**Run 1: gate families picked out**

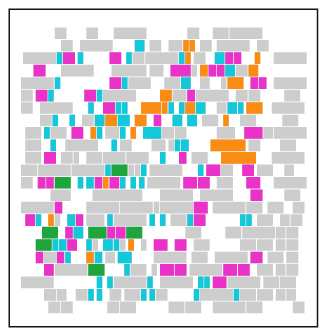
**Run 1: the metal 2 layer**

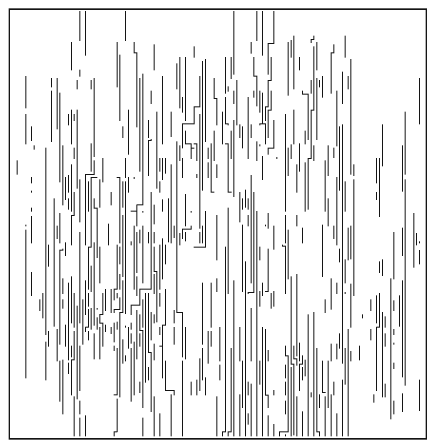
**Run 1: placed cells, one colour a class**

Scale bar: 20 um. Fill, decap, tap and diode cells in grey.
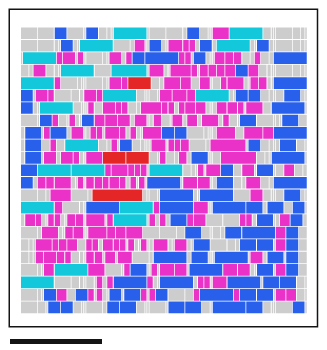
## src/rtl/instr_sequencer_pkg.sv

```systemverilog
// Shared types for the instruction sequencer and its neighbours: register file
// port encodings, opcodes, FSM states and the ALU function select.
package instr_sequencer_pkg;

  localparam int DATA_BUS_WIDTH = 8;
  localparam int INSTR_WIDTH    = 8;

  typedef enum logic {
    REG_NOP   = 1'b0,
    REG_WRITE = 1'b1
  } registers_op_e;

  typedef enum logic [1:0] {
    REG_0 = 2'd0,
    REG_1 = 2'd1,
    REG_2 = 2'd2,
    REG_3 = 2'd3
  } register_sel_e;

  typedef enum logic [3:0] {
    OP_NOP   = 4'h0,
    OP_MOV   = 4'h1,
    OP_LDI   = 4'h2,
    OP_ADD   = 4'h3,
    OP_SUB   = 4'h4,
    OP_AND   = 4'h5,
    OP_OR    = 4'h6,
    OP_XOR   = 4'h7,
    OP_LD    = 4'h8,
    OP_ST    = 4'h9,
    OP_JMP   = 4'hA,
    OP_JZ    = 4'hB,
    OP_RSV_C = 4'hC,
    OP_RSV_D = 4'hD,
    OP_RSV_E = 4'hE,
    OP_HLT   = 4'hF
  } opcode_e;

  typedef enum logic [2:0] {
    ST_FETCH  = 3'd0,
    ST_DECODE = 3'd1,
    ST_IMM    = 3'd2,
    ST_MEM    = 3'd3,
    ST_HALT   = 3'd4
  } seq_state_e;

  typedef enum logic [2:0] {
    ALU_ADD = 3'd0,
    ALU_SUB = 3'd1,
    ALU_AND = 3'd2,
    ALU_OR  = 3'd3,
    ALU_XOR = 3'd4
  } alu_op_e;

  // Coarse grouping of opcodes by what the sequencer has to do with them.
  typedef enum logic [2:0] {
    CLS_NOP     = 3'd0,
    CLS_MOV     = 3'd1,
    CLS_ALU     = 3'd2,
    CLS_IMM     = 3'd3,
    CLS_MEM     = 3'd4,
    CLS_HALT    = 3'd5,
    CLS_ILLEGAL = 3'd6
  } instr_class_e;

  typedef struct packed {
    opcode_e       op;
    register_sel_e rd;
    register_sel_e rs;
  } instr_t;

endpackage

```

## src/rtl/instr_sequencer_decoder.sv

```systemverilog
// Combinational instruction decoder: classifies the held instruction and
// selects the ALU function for the arithmetic/logic opcodes.
module instr_decoder
  import instr_sequencer_pkg::*;
(
  input  instr_t       ir,
  output instr_class_e instr_class,
  output alu_op_e      alu_op,
  output logic         needs_imm,
  output logic         is_mem,
  output logic         illegal
);

  // NOTE: every output gets a default before the case so no path leaves one unassigned (no latch).
  always_comb begin
    instr_class = CLS_ILLEGAL;
    alu_op      = ALU_ADD;
    needs_imm   = 1'b0;
    is_mem      = 1'b0;
    illegal     = 1'b0;
    case (ir.op)
      OP_NOP: instr_class = CLS_NOP;
      OP_MOV: instr_class = CLS_MOV;
      OP_LDI, OP_JMP, OP_JZ: begin
        instr_class = CLS_IMM;
        needs_imm   = 1'b1;
      end
      OP_ADD: begin instr_class = CLS_ALU; alu_op = ALU_ADD; end
      OP_SUB: begin instr_class = CLS_ALU; alu_op = ALU_SUB; end
      OP_AND: begin instr_class = CLS_ALU; alu_op = ALU_AND; end
      OP_OR:  begin instr_class = CLS_ALU; alu_op = ALU_OR;  end
      OP_XOR: begin instr_class = CLS_ALU; alu_op = ALU_XOR; end
      OP_LD, OP_ST: begin
        instr_class = CLS_MEM;
        is_mem      = 1'b1;
      end
      OP_HLT: instr_class = CLS_HALT;
      default: begin
        instr_class = CLS_ILLEGAL;
        illegal     = 1'b1;
      end
    endcase
  end

endmodule

```

## src/rtl/instr_sequencer.sv

```systemverilog
// Fetch/decode/execute controller: fetches 8-bit instructions over a req/ready
// memory port and drives the 4-entry register file and ALU select.
module instr_sequencer
  import instr_sequencer_pkg::*;
#(
  parameter int DATA_BUS_WIDTH = instr_sequencer_pkg::DATA_BUS_WIDTH
) (
  input  logic                      clock,
  input  logic                      reset,
  output logic                      mem_req,
  output logic                      mem_we,
  output logic [DATA_BUS_WIDTH-1:0] mem_addr,
  output logic [DATA_BUS_WIDTH-1:0] mem_wdata,
  input  logic [DATA_BUS_WIDTH-1:0] mem_rdata,
  input  logic                      mem_ready,
  output registers_op_e             reg_op,
  output register_sel_e             reg_in_sel,
  output register_sel_e             reg_1_out_sel,
  output register_sel_e             reg_2_out_sel,
  output logic [DATA_BUS_WIDTH-1:0] reg_data_in,
  input  logic [DATA_BUS_WIDTH-1:0] reg_1_val,
  input  logic [DATA_BUS_WIDTH-1:0] reg_2_val,
  output alu_op_e                   alu_op,
  input  logic [DATA_BUS_WIDTH-1:0] alu_result,
  input  logic                      alu_zero,
  output logic [DATA_BUS_WIDTH-1:0] pc,
  output logic                      halted,
  output logic                      illegal
);

  localparam int W = DATA_BUS_WIDTH;

  seq_state_e   state, state_next;
  instr_t       ir, ir_next;
  logic [W-1:0] pc_next;
  logic [W-1:0] pc_inc;
  logic         zflag, zflag_next;

  instr_class_e dec_class;
  logic         dec_needs_imm;
  logic         dec_is_mem;
  logic         dec_illegal;

  instr_decoder u_decoder (
    .ir          (ir),
    .instr_class (dec_class),
    .alu_op      (alu_op),
    .needs_imm   (dec_needs_imm),
    .is_mem      (dec_is_mem),
    .illegal     (dec_illegal)
  );

  // Modulo 2^W: 0xFF wraps to 0x00 for both fetch and immediate reads.
  assign pc_inc = pc + W'(1);

  assign reg_in_sel    = ir.rd;
  assign reg_1_out_sel = ir.rd;
  assign reg_2_out_sel = ir.rs;

  // NOTE: state registers use non-blocking assignments so all of them update together at the edge.
  always_ff @(posedge clock) begin
    if (!reset) begin
      state <= ST_FETCH;
      pc    <= '0;
      ir    <= '0;
      zflag <= 1'b0;
    end else begin
      state <= state_next;
      pc    <= pc_next;
      ir    <= ir_next;
      zflag <= zflag_next;
    end
  end

  always_comb begin
    state_next  = state;
    pc_next     = pc;
    ir_next     = ir;
    zflag_next  = zflag;
    mem_req     = 1'b0;
    mem_we      = 1'b0;
    mem_addr    = pc;
    mem_wdata   = '0;
    reg_op      = REG_NOP;
    reg_data_in = '0;
    halted      = 1'b0;
    illegal     = 1'b0;

    case (state)
      ST_FETCH: begin
        mem_req  = 1'b1;
        mem_addr = pc;
        if (mem_ready) begin
          ir_next    = instr_t'(mem_rdata[INSTR_WIDTH-1:0]);
          pc_next    = pc_inc;
          state_next = ST_DECODE;
        end
      end

      ST_DECODE: begin
        state_next = ST_FETCH;
        if (dec_needs_imm) begin
          state_next = ST_IMM;
        end else if (dec_is_mem) begin
          state_next = ST_MEM;
        end else if (dec_illegal) begin
          illegal = 1'b1;
        end else begin
          case (dec_class)
            CLS_MOV: begin
              reg_op      = REG_WRITE;
              reg_data_in = reg_2_val;
            end
            CLS_ALU: begin
              reg_op      = REG_WRITE;
              reg_data_in = alu_result;
              zflag_next  = alu_zero;
            end
            CLS_HALT: state_next = ST_HALT;
            default:  state_next = ST_FETCH;
          endcase
        end
      end

      ST_IMM: begin
        mem_req  = 1'b1;
        mem_addr = pc;
        if (mem_ready) begin
          pc_next    = pc_inc;
          state_next = ST_FETCH;
          case (ir.op)
            OP_LDI: begin
              reg_op      = REG_WRITE;
              reg_data_in = mem_rdata;
            end
            OP_JMP: pc_next = mem_rdata;
            OP_JZ:  if (zflag) pc_next = mem_rdata;
            default: pc_next = pc_inc;
          endcase
        end
      end

      ST_MEM: begin
        mem_req   = 1'b1;
        mem_addr  = reg_2_val;
        mem_we    = (ir.op == OP_ST);
        mem_wdata = reg_1_val;
        if (mem_ready) begin
          state_next = ST_FETCH;
          if (ir.op == OP_LD) begin
            reg_op      = REG_WRITE;
            reg_data_in = mem_rdata;
          end
        end
      end

      ST_HALT: halted = 1'b1;

      default: state_next = ST_FETCH;
    endcase

    // Reset is synchronous, so the state register may still hold a mid-access
    // state while reset is low; suppress every side-effecting output here.
    if (!reset) begin
      mem_req = 1'b0;
      mem_we  = 1'b0;
      reg_op  = REG_NOP;
      halted  = 1'b0;
      illegal = 1'b0;
    end
  end

endmodule

```

## config.mk

```make
export PLATFORM = sky130hd
export DESIGN_NAME = instr_sequencer
export DESIGN_NICKNAME = d
export VERILOG_FILES = /design/src/rtl/instr_sequencer_pkg.sv /design/src/rtl/instr_sequencer_decoder.sv /design/src/rtl/instr_sequencer.sv
export SDC_FILE = /design/constraint.sdc
export NUM_CORES = 1
export LEC_CHECK = 0
export CAP_MARGIN = 20
export CORE_AREA = 2 2 65 67
export DETAILED_ROUTE_END_ITERATION = 6
export DIE_AREA = 0 0 67 69
export HOLD_SLACK_MARGIN = 0.15
export PLACE_DENSITY_LB_ADDON = 0.05
export SETUP_SLACK_MARGIN = 0.02
export SLEW_MARGIN = 20
export SYNTH_ARGS = -nofsm -noshare
export SYNTH_HDL_FRONTEND = slang
export SYNTH_HIERARCHICAL = 1
export SYNTH_SLANG_ARGS = --single-unit
```

## constraint.sdc

```tcl
create_clock -name clock -period 3.5 [get_ports clock]
set_input_delay 0.875 -clock clock [delete_from_list [all_inputs] [get_ports clock]]
set_output_delay 0.875 -clock clock [all_outputs]
set_load 0.1 [all_outputs]
```

==> run notes, run 1 <==
run results: total number of vias 1,874, DRC marker count from the first detailed-route iteration 64, antenna violations before repair 0, count of H-tree levels built during CTS 1, worst setup path startpoint ir[7], reported leakage power 0.00116 uW, placer's final routability congestion estimate 0.824, std cell rows 23, fraction of the yosys area taken by sequential cells 24.9%, TritonCTS clock tree yes, Die X 67 um, post-cts hold buffer count 0, setup repair after global routing missed its margin false, slew at the pin closest to its max-slew limit 0.584 ns, cell type with the largest total area after synthesis sky130_fd_sc_hd__dfxtp_1, maximum buffer depth of the clock tree 2, EDFF count, synth 0, Achievable Freq 307 MHz, count of cell types in the netlist 46, Cells after DPL 350, post-detail-place hpwl 4240 um, Main synth FF type sky130_fd_sc_hd__dfxtp_1, Cell area leaders sky130_fd_sc_hd__dfxtp_1 (25%), sky130_fd_sc_hd__nand2_1 (12%), sky130_fd_sc_hd__a21boi_0 (4.2%), sky130_fd_sc_hd__a21oi_1 (3.7%), sky130_fd_sc_hd__mux2i_1 (3.7%), Multi-input gate area 0.00110 mm2, total die size 0.00462 mm2, endpoint of the most critical setup path reg_data_in[6], I/O pin count 82, setup slack on the worst flop-to-flop path 1.43 ns, Syn Area/Cell 7.06 um2, # port buffers 81, synthesized net count 265, area taken by flip-flops and latches 402 um2, wire length of the first global-routing pass 8560 um, global-route usage over all layers 23.3%, placeable core region 0.00391 mm2, number of global-route vias before repair 1,695, Register-to-Register Path Depth 8, final count of hold timing violations 0, Cell Count, Final, Fillers Out 357, number of setup violations in the final report 0, total tool warning count 27, kind of critical path reg -> out, clock period minus final worst setup slack 3.26 ns, wire length reported by the detailed router 5360 um, share of post-route cells with drive strength above 1 27.0%, utilization after layout 70.2%, number of iterations in the first detailed-routing pass 4, Final Max-Slew Violation Tally 0, number of register bits inferred by synthesis 20, type of element capturing the critical path output port, per-cell via count in the routed design 5.25, worst slew margin relative to its limit 61.1%, terminus of the critical flop-to-flop path zflag, VDD IR-drop max 0.000240 V, required time at the endpoint of the critical path 2.62 ns, maximum number of pins on one net before global-route repair 19, number of clock buffers inserted by TritonCTS 3, remaining routing DRC violations 0, number of warnings reported in the yosys synthesis log 6, outcome finished, final reports clean, Reg clk slew, reported paths 0.08 ns, Top-area cell share 24.9%, antenna violation net count after detailed routing 0, total cells reported by yosys after synthesis 228, NumNets Final 345, power density over the cells 297 mW/mm2, post-synth design cell area 0.00161 mm2, most used standard cells in the synthesized netlist sky130_fd_sc_hd__nand2_1 (53), sky130_fd_sc_hd__dfxtp_1 (20), sky130_fd_sc_hd__a21oi_1 (12), sky130_fd_sc_hd__inv_1 (12), sky130_fd_sc_hd__nor2_1 (11), number of instances in the synthesized netlist 228, most frequent cell after synthesis sky130_fd_sc_hd__nand2_1, arrival time at the worst endpoint 2.39 ns, WL per Instance 15.0 um, period utilisation layout 93.2%, Init Core Util 41.1%, category of the worst setup path launch point flop, maximum fanout along the worst path 9, Ant. Diodes 0, Sinks on Clock Net 20, origin of the critical flop-to-flop path ir[7], Die Ht 69 um, Late-Pin Clk Latency 0.26 ns, sum of overflow across all layers after global routing 0, clock root buffer master sky130_fd_sc_hd__clkbuf_8, yosys synthesis chip area 0.00161 mm2, hold crit path type reg -> reg, Fill cells 328, async set-or-reset flop fraction in the synthesized netlist 0%
-- 'gate families picked out' (at the start) --
Cyan stands for nand cells, cells 72, most used nand2_1. Magenta stands for aoi and oai cells, cells 50, most used a21oi_1, where widely spread. Orange stands for nor cells, cells 23, most used nor2_1. Green stands for mux cells, cells 7, most used mux2i_1.

-- 'the metal 2 layer' (at the start) --
The layer carries 2,580 um of wire. The wires run mostly vertical.

-- 'placed cells, one colour a class' (at the start) --
Cyan stands for sequential cells, cells 20. Red stands for clock drivers and dummy loads, cells 4. Blue stands for remaining buffers and delay cells, cells 93. Magenta stands for remaining logic cells, cells 190.

## run 1: logic make-up after synthesis
family	synth area share (%)
flops	24.9
simple gates	35.9
compound gates	23.9
buf+inv	9.56
xor+xnor	0.544
mux	4.43
fa+ha+maj	0.777
## run 1: power breakdown
| part | internal [uW] | switching, uW |
|---|---|---|
| registers | 238 | 14.3 |
| logic | 119 | 211 |
| clock network | 153 | 80.7 |
| total | 510 | 306 |
## run 1: worst max-delay path, cell delays in order, from the launching register on
cell and delay, ns:
sky130_fd_sc_hd__dfxtp_1 0.38, sky130_fd_sc_hd__inv_1 0.13, sky130_fd_sc_hd__nor3_1 0.08, sky130_fd_sc_hd__or4b_1 0.68, sky130_fd_sc_hd__nor4_4 0.25, sky130_fd_sc_hd__buf_4 0.19, sky130_fd_sc_hd__a22oi_1 0.10, sky130_fd_sc_hd__o21ai_2 0.10
sky130_fd_sc_hd__buf_12 0.20
## run 1: metrics by stage
step           hold WS [ns]  TNS, ns  power, uW  area (um2)  setup WS [ns]
3_5_place_dp          0.461        0        585        2650          0.205
6_report              0.470        0        816        2750          0.239
2_1_floorplan         0.436   -0.187        470        1660         -0.187
5_1_grt               0.505        0        849        2750         0.0414
4_1_cts               0.474        0        818        2720         0.0206
3_3_place_gp          0.456        0        583        2650          0.307
## run 1: layout by cell type, fill, tap and decap left out, drive strengths merged, types with 8 or more instances in the layout
cell type / instances
o21ai: 14
nor2: 11
a21oi: 12
clkdlybuf4s50: 35
dfxtp: 20
nand2: 53
buf: 58
inv: 12
and2: 9
a21boi: 9
a22oi: 8
nand2b: 9
## run 1: sequential cells by signal, indices dropped and copies added, names as in the netlist
name / cells
ir: 4
pc: 8
reg_1_out_sel: 2
reg_2_out_sel: 2
state: 3
zflag: 1
## run 1: worst min path at each step
| stage | startpoint | endpoint | slack (ns) | cells past startpoint |
|---|---|---|---|---|
| finish | reg_2_out_sel[0] | reg_2_out_sel[0] | 0.47 | 2 |
| detailed placement | zflag | zflag | 0.46 | 2 |
| floorplan | zflag | zflag | 0.44 | 2 |
| global route | reg_2_out_sel[0] | reg_2_out_sel[0] | 0.51 | 2 |
| CTS | reg_2_out_sel[0] | reg_2_out_sel[0] | 0.47 | 2 |
| global placement | reg_2_out_sel[0] | reg_2_out_sel[0] | 0.46 | 2 |
## run 1: per-layer routing
metal	routed length [um]	vias to the layer above	track usage (%)
met5	0	-	0
met1	2230	839	31.8
met3	484	6	4.08
met2	2580	83	38.1
met4	61	0	4.54
li1	-	946	-
## run 1: cell type report
cell class / count / share of cell area [%]
multi-input combinational: 178 / 40.2
timing repair buffer: 93 / 38.6
sequential: 20 / 14.6
tap: 50 / 2.28
inverter: 12 / 1.64
clock buffer: 3 / 1.50
clock inverter: 1 / 1.09
## run 1: repair_timing
action | 4_1_cts | 5_1_grt
buffers inserted | 0 | 3
pin swaps | 2 | 2
gates cloned | 0 | 0
resized | 0 | 1
setup endpoints to repair | 8 | 9
**Run 1: clock routing**

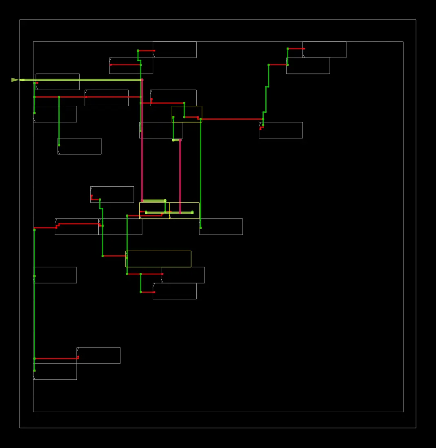

==> run 2, diff against run 1 <==
Settings changed: CORE_AREA 2 2 65 67 to 2 2 70 72, DIE_AREA 0 0 67 69 to 0 0 72 74.
Clock period 3.5 ns to 2.8 ns, I/O delays scaled along.
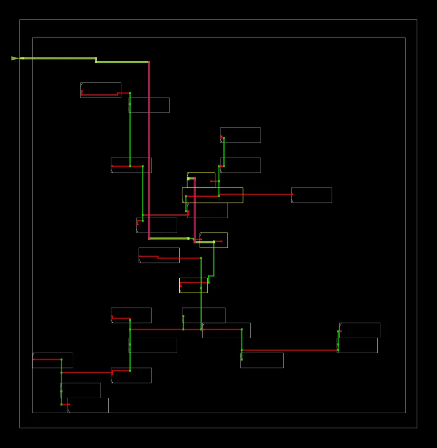
**Above:** run 2 (clock routing).
number of clock buffers in the layout: 3
Sinks on Clock Net: 20

==> run notes, run 2 <==
run results: total die size 0.00533 mm2 (was 0.00462 mm2), EDFF count, synth 0 (unchanged), number of setup violations in the final report 9 (was 0), number of instances in the synthesized netlist 228 (unchanged), wire length of the first global-routing pass 8830 um (was 8560 um), number of global-route vias before repair 1,738 (was 1,695), worst setup path startpoint ir[6] (was ir[7]), failing checks setup timing, Ant. Diodes 0 (unchanged), maximum buffer depth of the clock tree 2 (unchanged), Max stage delay on crit path 0.52 ns (was 0.68 ns), Syn Area/Cell 7.06 um2 (unchanged), area fraction in xor and xnor cells 0.544% (unchanged), Init Core Util 35.0% (was 41.1%), remaining routing DRC violations 0 (unchanged), flip-flop count of the largest register, all copies and words added 8 (unchanged), Largest Register pc (unchanged), synthesized net count 265 (unchanged), arrival time at the worst endpoint 2.32 ns (was 2.39 ns), Final Max-Slew Violation Tally 0 (unchanged), global-route usage over all layers 21.1% (was 23.3%), type of element capturing the critical path output port (unchanged), utilization after layout 66.1% (was 70.2%), Reg clk slew, reported paths 0.08 ns (about the same), Die Ht 74 um (was 69 um), adder-cell share of the synthesized area 0.778% (unchanged), sum of overflow across all layers after global routing 0 (unchanged), Cell area leaders sky130_fd_sc_hd__dfxtp_1 (25%), sky130_fd_sc_hd__nand2_1 (12%), sky130_fd_sc_hd__a21boi_0 (4.2%), sky130_fd_sc_hd__a21oi_1 (3.7%), sky130_fd_sc_hd__mux2i_1 (3.7%) (unchanged), hold crit path type reg -> reg (unchanged), most used standard cells in the synthesized netlist sky130_fd_sc_hd__nand2_1 (53), sky130_fd_sc_hd__dfxtp_1 (20), sky130_fd_sc_hd__a21oi_1 (12), sky130_fd_sc_hd__inv_1 (12), sky130_fd_sc_hd__nor2_1 (11) (unchanged), worst slew margin relative to its limit 58.3% (was 61.1%), fraction of the yosys area taken by sequential cells 24.9% (unchanged), I/O pin count 82 (unchanged), Late-Pin Clk Latency 0.26 ns (about the same), Hold Worst Slack 0.470 ns (about the same), number of warnings reported in the yosys synthesis log 6 (unchanged), worst hold path startpoint zflag (was reg_2_out_sel[0]), Die X 72 um (was 67 um), yosys synthesis chip area 0.00161 mm2 (unchanged), antenna violations before repair 0 (unchanged), outcome finished with violations (was finished, final reports clean), maximum fanout along the worst path 6 (was 9), origin of the critical flop-to-flop path ir[5] (was ir[7]), reported leakage power 0.00127 uW (was 0.00116 uW), final worst slack -0.217 ns (was 0.239 ns), period utilisation layout 108%, cell type with the largest total area after synthesis sky130_fd_sc_hd__dfxtp_1 (unchanged), clock period minus final worst setup slack 3.02 ns, WL per Instance 15.1 um (was 15.0 um), TritonCTS clock tree yes (unchanged), total tool warning count 29 (was 27)
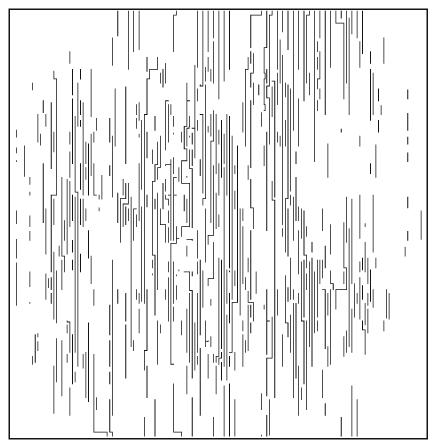
**Above:** run 2 (the metal 2 layer).
The longest straight run is 34.3 um. The layer carries 2,920 um of wire. 296 nets have wire on it. The wires run mostly vertical.

[run 2: critical path, delay by kind of cell (launching register included)]
family | cells | cell delay (ns)
AND/OR/NAND/NOR | 3 | 0.86
buffers and inverters | 3 | 0.56
flip-flops | 1 | 0.38
AND-OR/OR-AND | 3 | 0.24
[run 2: worst paths after layout]
kind	cells past startpoint	to	slack (ns)
worst max-delay path	9	reg_data_in[7]	-0.22
worst min-delay path	2	zflag	0.47
worst max register to register	5	pc[6]	0.82
worst min register to register	2	zflag	0.47
[run 2: metal layers]
layer | global-route usage [%] | share of wire (%) | up-vias
met4 | 5.03 | 0.77 | 0
met2 | 36.4 | 52 | 52
met3 | 2.85 | 4.0 | 4
li1 | - | - | 966
met5 | 0 | 0 | -
met1 | 28.2 | 43 | 902
[run 2: through the flow]
stage,setup TNS (ns),instance area (um2),setup slack (ns)
2_1_floorplan,-3.85,1670,-0.582
3_3_place_gp,-0.000149,2850,-0.000149
3_5_place_dp,-0.0362,2850,-0.0146
4_1_cts,-1.59,2970,-0.214
5_1_grt,-2.10,3040,-0.288
6_report,-1.50,3040,-0.217
[run 2: cell families after synthesis]
logic type               count (synthesis)
multiplexers                             7
XOR/XNOR                                 1
AND-OR/OR-AND                           58
AND/OR/NAND/NOR                        111
adder cells (fa/ha/maj)                  1
buffers and inverters                   30
flip-flops                              20
[run 2: what timing repair did]
action	4_1_cts	5_1_grt
resized	12	13
hold endpoints to repair	0	0
setup endpoints to repair	9	10
buffers inserted	1	0
[run 2: layout make-up]
cell class	count	area, um2
Tap cell	54	67.6
Clock buffer	3	41.3
Inverter	12	47.5
Timing Repair Buffer	104	1250
Multi-Input combinational cell	178	1190
Fill cell	385	1560
Clock inverter	1	30.0
Sequential cell	20	410
[run 2: power breakdown]
group          total (uW)  internal (uW)  leakage [uW]  switching, uW
clock network         296            191     0.0000357            105
logic                 452            175       0.00107            277
registers             318            298      0.000165           20.1
**Run 2: sizing map**

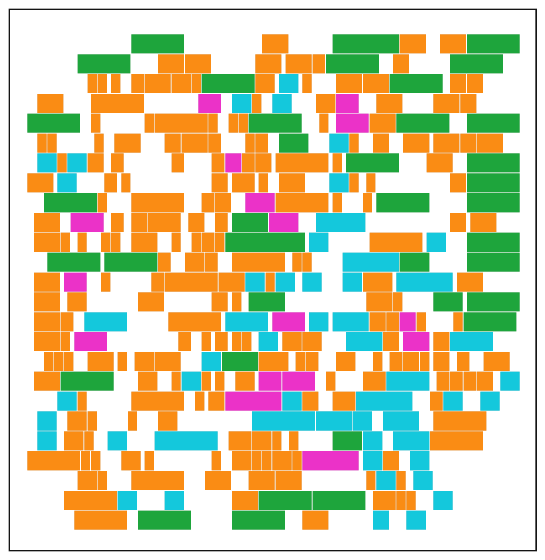

==> run 3, diff against run 2 <==
Settings changed: ABC_AREA from default to 1, CORE_AREA 2 2 70 72 to 2 2 73 75, DIE_AREA 0 0 72 74 to 0 0 75 77.
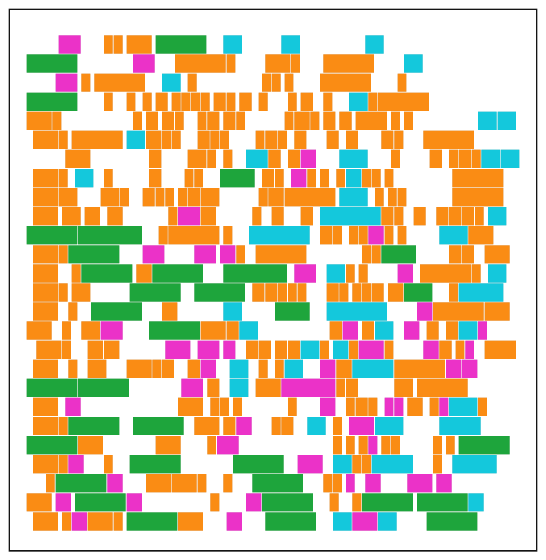
**Above:** run 3 (sizing map).
Green stands for x6 and larger, cells 34, share 8.6%. Orange stands for x1 and smaller, cells 266, share 67%. Cyan stands for x3 and x4, cells 44, share 11%. Magenta stands for x2, cells 51, share 13%.

==> run notes, run 3 <==
run results: global-route usage over all layers 23.3% (was 21.1%), Register-to-Register Path Depth 10 (was 5), arrival time at the worst endpoint 2.06 ns (was 2.32 ns), Critical Path Slowest Stage Cell sky130_fd_sc_hd__dfxtp_4 (was sky130_fd_sc_hd__or4b_4), worst-path cell chain inv_4, nand2_2, nand2_2, inv_2, inv_2, nand2_4, nor3_4, nand2_2, o211ai_1, clkbuf_16 (was nand2b_4, a21oi_4, or4b_4, buf_6, nor4_4, buf_4, a22oi_1, o21ai_1, buf_12), combinational share of power 55.5% (was 42.4%), std cell rows 26 (was 25), Die Ht 77 um (was 74 um), total die size 0.00578 mm2 (was 0.00533 mm2), most frequent cell after synthesis sky130_fd_sc_hd__nand2_1 (unchanged), WL per Instance 13.6 um (was 15.1 um), hold-critical path endpoint reg_2_out_sel[0] (was zflag), antenna violations before repair 0 (unchanged), origin of the critical flop-to-flop path ir[7] (was ir[5]), number of iterations in the first detailed-routing pass 4 (unchanged), number of global-route vias before repair 2,188 (was 1,738), setup slack on the worst flop-to-flop path 1.28 ns (was 0.82 ns), number of clock buffers inserted by TritonCTS 3 (unchanged), wire length of the first global-routing pass 10,400 um (was 8830 um), hold depth 2 (unchanged), maximum fanout along the worst path 6 (unchanged), type of element capturing the critical path output port (unchanged), power density over the cells 433 mW/mm2 (was 351 mW/mm2), category of the worst setup path launch point flop (unchanged), Commonest Layout Cell sky130_fd_sc_hd__nand2_1 (unchanged), outcome finished, final reports clean (was finished with violations), post-detailed-placement cell area 0.00306 mm2 (was 0.00285 mm2), share of power burned in registers 25.2% (was 29.8%), Init Core Util 37.1% (was 35.0%), async set-or-reset flop fraction in the synthesized netlist 0% (unchanged), share of post-route cells with drive strength above 1 32.7% (was 33.0%), Switch Pwr 672 uW (was 402 uW), number of warnings reported in the yosys synthesis log 6 (unchanged), kind of critical path reg -> out (unchanged), Final Max-Slew Violation Tally 0 (unchanged), sw frac 48.7% (was 37.7%), VDD IR-drop max 0.000224 V (was 0.000250 V), Top-area cell share 21.7% (was 24.9%), total cells reported by yosys after synthesis 309 (was 228), I/O pin count 82 (unchanged), Hold Worst Slack 0.467 ns (was 0.470 ns), Sinks on Clock Net 20 (unchanged), count of cell types in the netlist 37 (was 46), most frequent logic cells in the routed design sky130_fd_sc_hd__nand2_1 (68), sky130_fd_sc_hd__inv_1 (44), sky130_fd_sc_hd__clkdlybuf4s50_1 (34), sky130_fd_sc_hd__buf_12 (28), sky130_fd_sc_hd__buf_4 (27) (was sky130_fd_sc_hd__nand2_1 (53), sky130_fd_sc_hd__buf_4 (36), sky130_fd_sc_hd__clkdlybuf4s50_1 (35), sky130_fd_sc_hd__buf_12 (28), sky130_fd_sc_hd__dfxtp_1 (16))
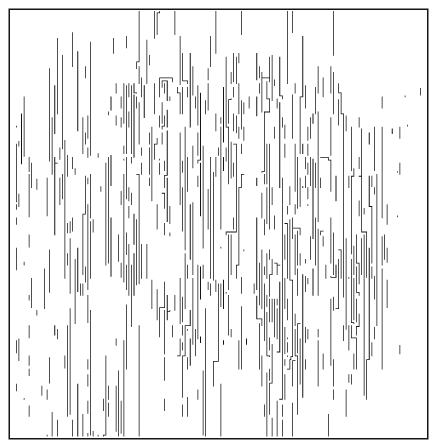
**Above:** run 3 (the metal 2 layer).
The longest straight run is 39.8 um. The layer holds 46% of the routed length. The layer carries 2,880 um of wire.

run 3: cell types whose count changed after synthesis, sizes merged, moves of 8 or more:
cell | previous run | this run
o21ai | 14 | 26
a21oi | 12 | 20
nand2b | 9 | 0
nand3 | 5 | 24
nand2 | 53 | 79
a21boi | 9 | 0
inv | 12 | 54
nor2 | 11 | 41
a22oi | 8 | 0
and2 | 9 | 1
run 3: how the worst max path moves through the flow:
| stage | from | end | slack [ns] | cells after the start |
|---|---|---|---|---|
| after floorplan | pc[0] | mem_addr[0] | -0.42 | 2 |
| after global placement | mem_ready | reg_op | 0.07 | 7 |
| after detailed placement | mem_ready | reg_data_in[2] | 0.04 | 7 |
| after CTS | mem_ready | reg_op | 0.02 | 7 |
| after global routing | ir[7] | reg_data_in[2] | -0.05 | 10 |
| final | ir[7] | reg_data_in[2] | 0.04 | 10 |
run 3: power groups by stage:
stage               Sequential [uW]  Clock [uW]  Combinational (uW)
finish                          348         265                 766
global route                    354         277                 813
CTS                             349         269                 751
detailed placement              356           0                 750
global placement                355           0                 744
floorplan                       423           0                 448
run 3: through the flow:
stage	total power (uW)	worst slack [ns]	TNS, ns	cells
finish	1380	0.0410	0	465
global route	1440	-0.0509	-0.173	465
CTS	1370	0.0236	0	461
detailed placement	1110	0.0392	0	457
global placement	1100	0.0737	0	457
floorplan	871	-0.425	-2.76	309
run 3: cell type report:
class	instances	area, um2
Inverter	57	228
Timing Repair Buffer	92	1150
Sequential cell	20	413
Fill cell	470	1790
Multi-Input combinational cell	222	1240
Tap cell	70	87.6
Clock buffer	4	66.3
run 3: logic make-up after synthesis:
logic type / share of synthesized area, %
and+or+nand+nor: 43.0
AOI/OAI and AO/OA: 18.6
adders and majority gates: 0.678
buffers and inverters: 16.0
DFF: 21.7
run 3: repair_timing:
item	CTS	global route
resized	0	11
hold buffers	0	0
endpoints found under the setup margin	1	9
pin swaps	1	6
setup buffers	0	4
run 3: critical path: cells and delay by family (launching register included):
family / cells / cell delay, ns
simple gates: 5 / 0.68
compound gates: 1 / 0.29
flops: 1 / 0.38
buf+inv: 4 / 0.43
run 3: routing by layer:
metal	wire length (um)	track usage, %	vias to the layer above
met3	540	7.36	7
li1	-	-	1161
met1	2800	32.0	1017
met2	2880	35.0	80
met5	0	0	-
met4	93	6.07	0
No activity file was given, so power comes from the tool's default toggle rates.
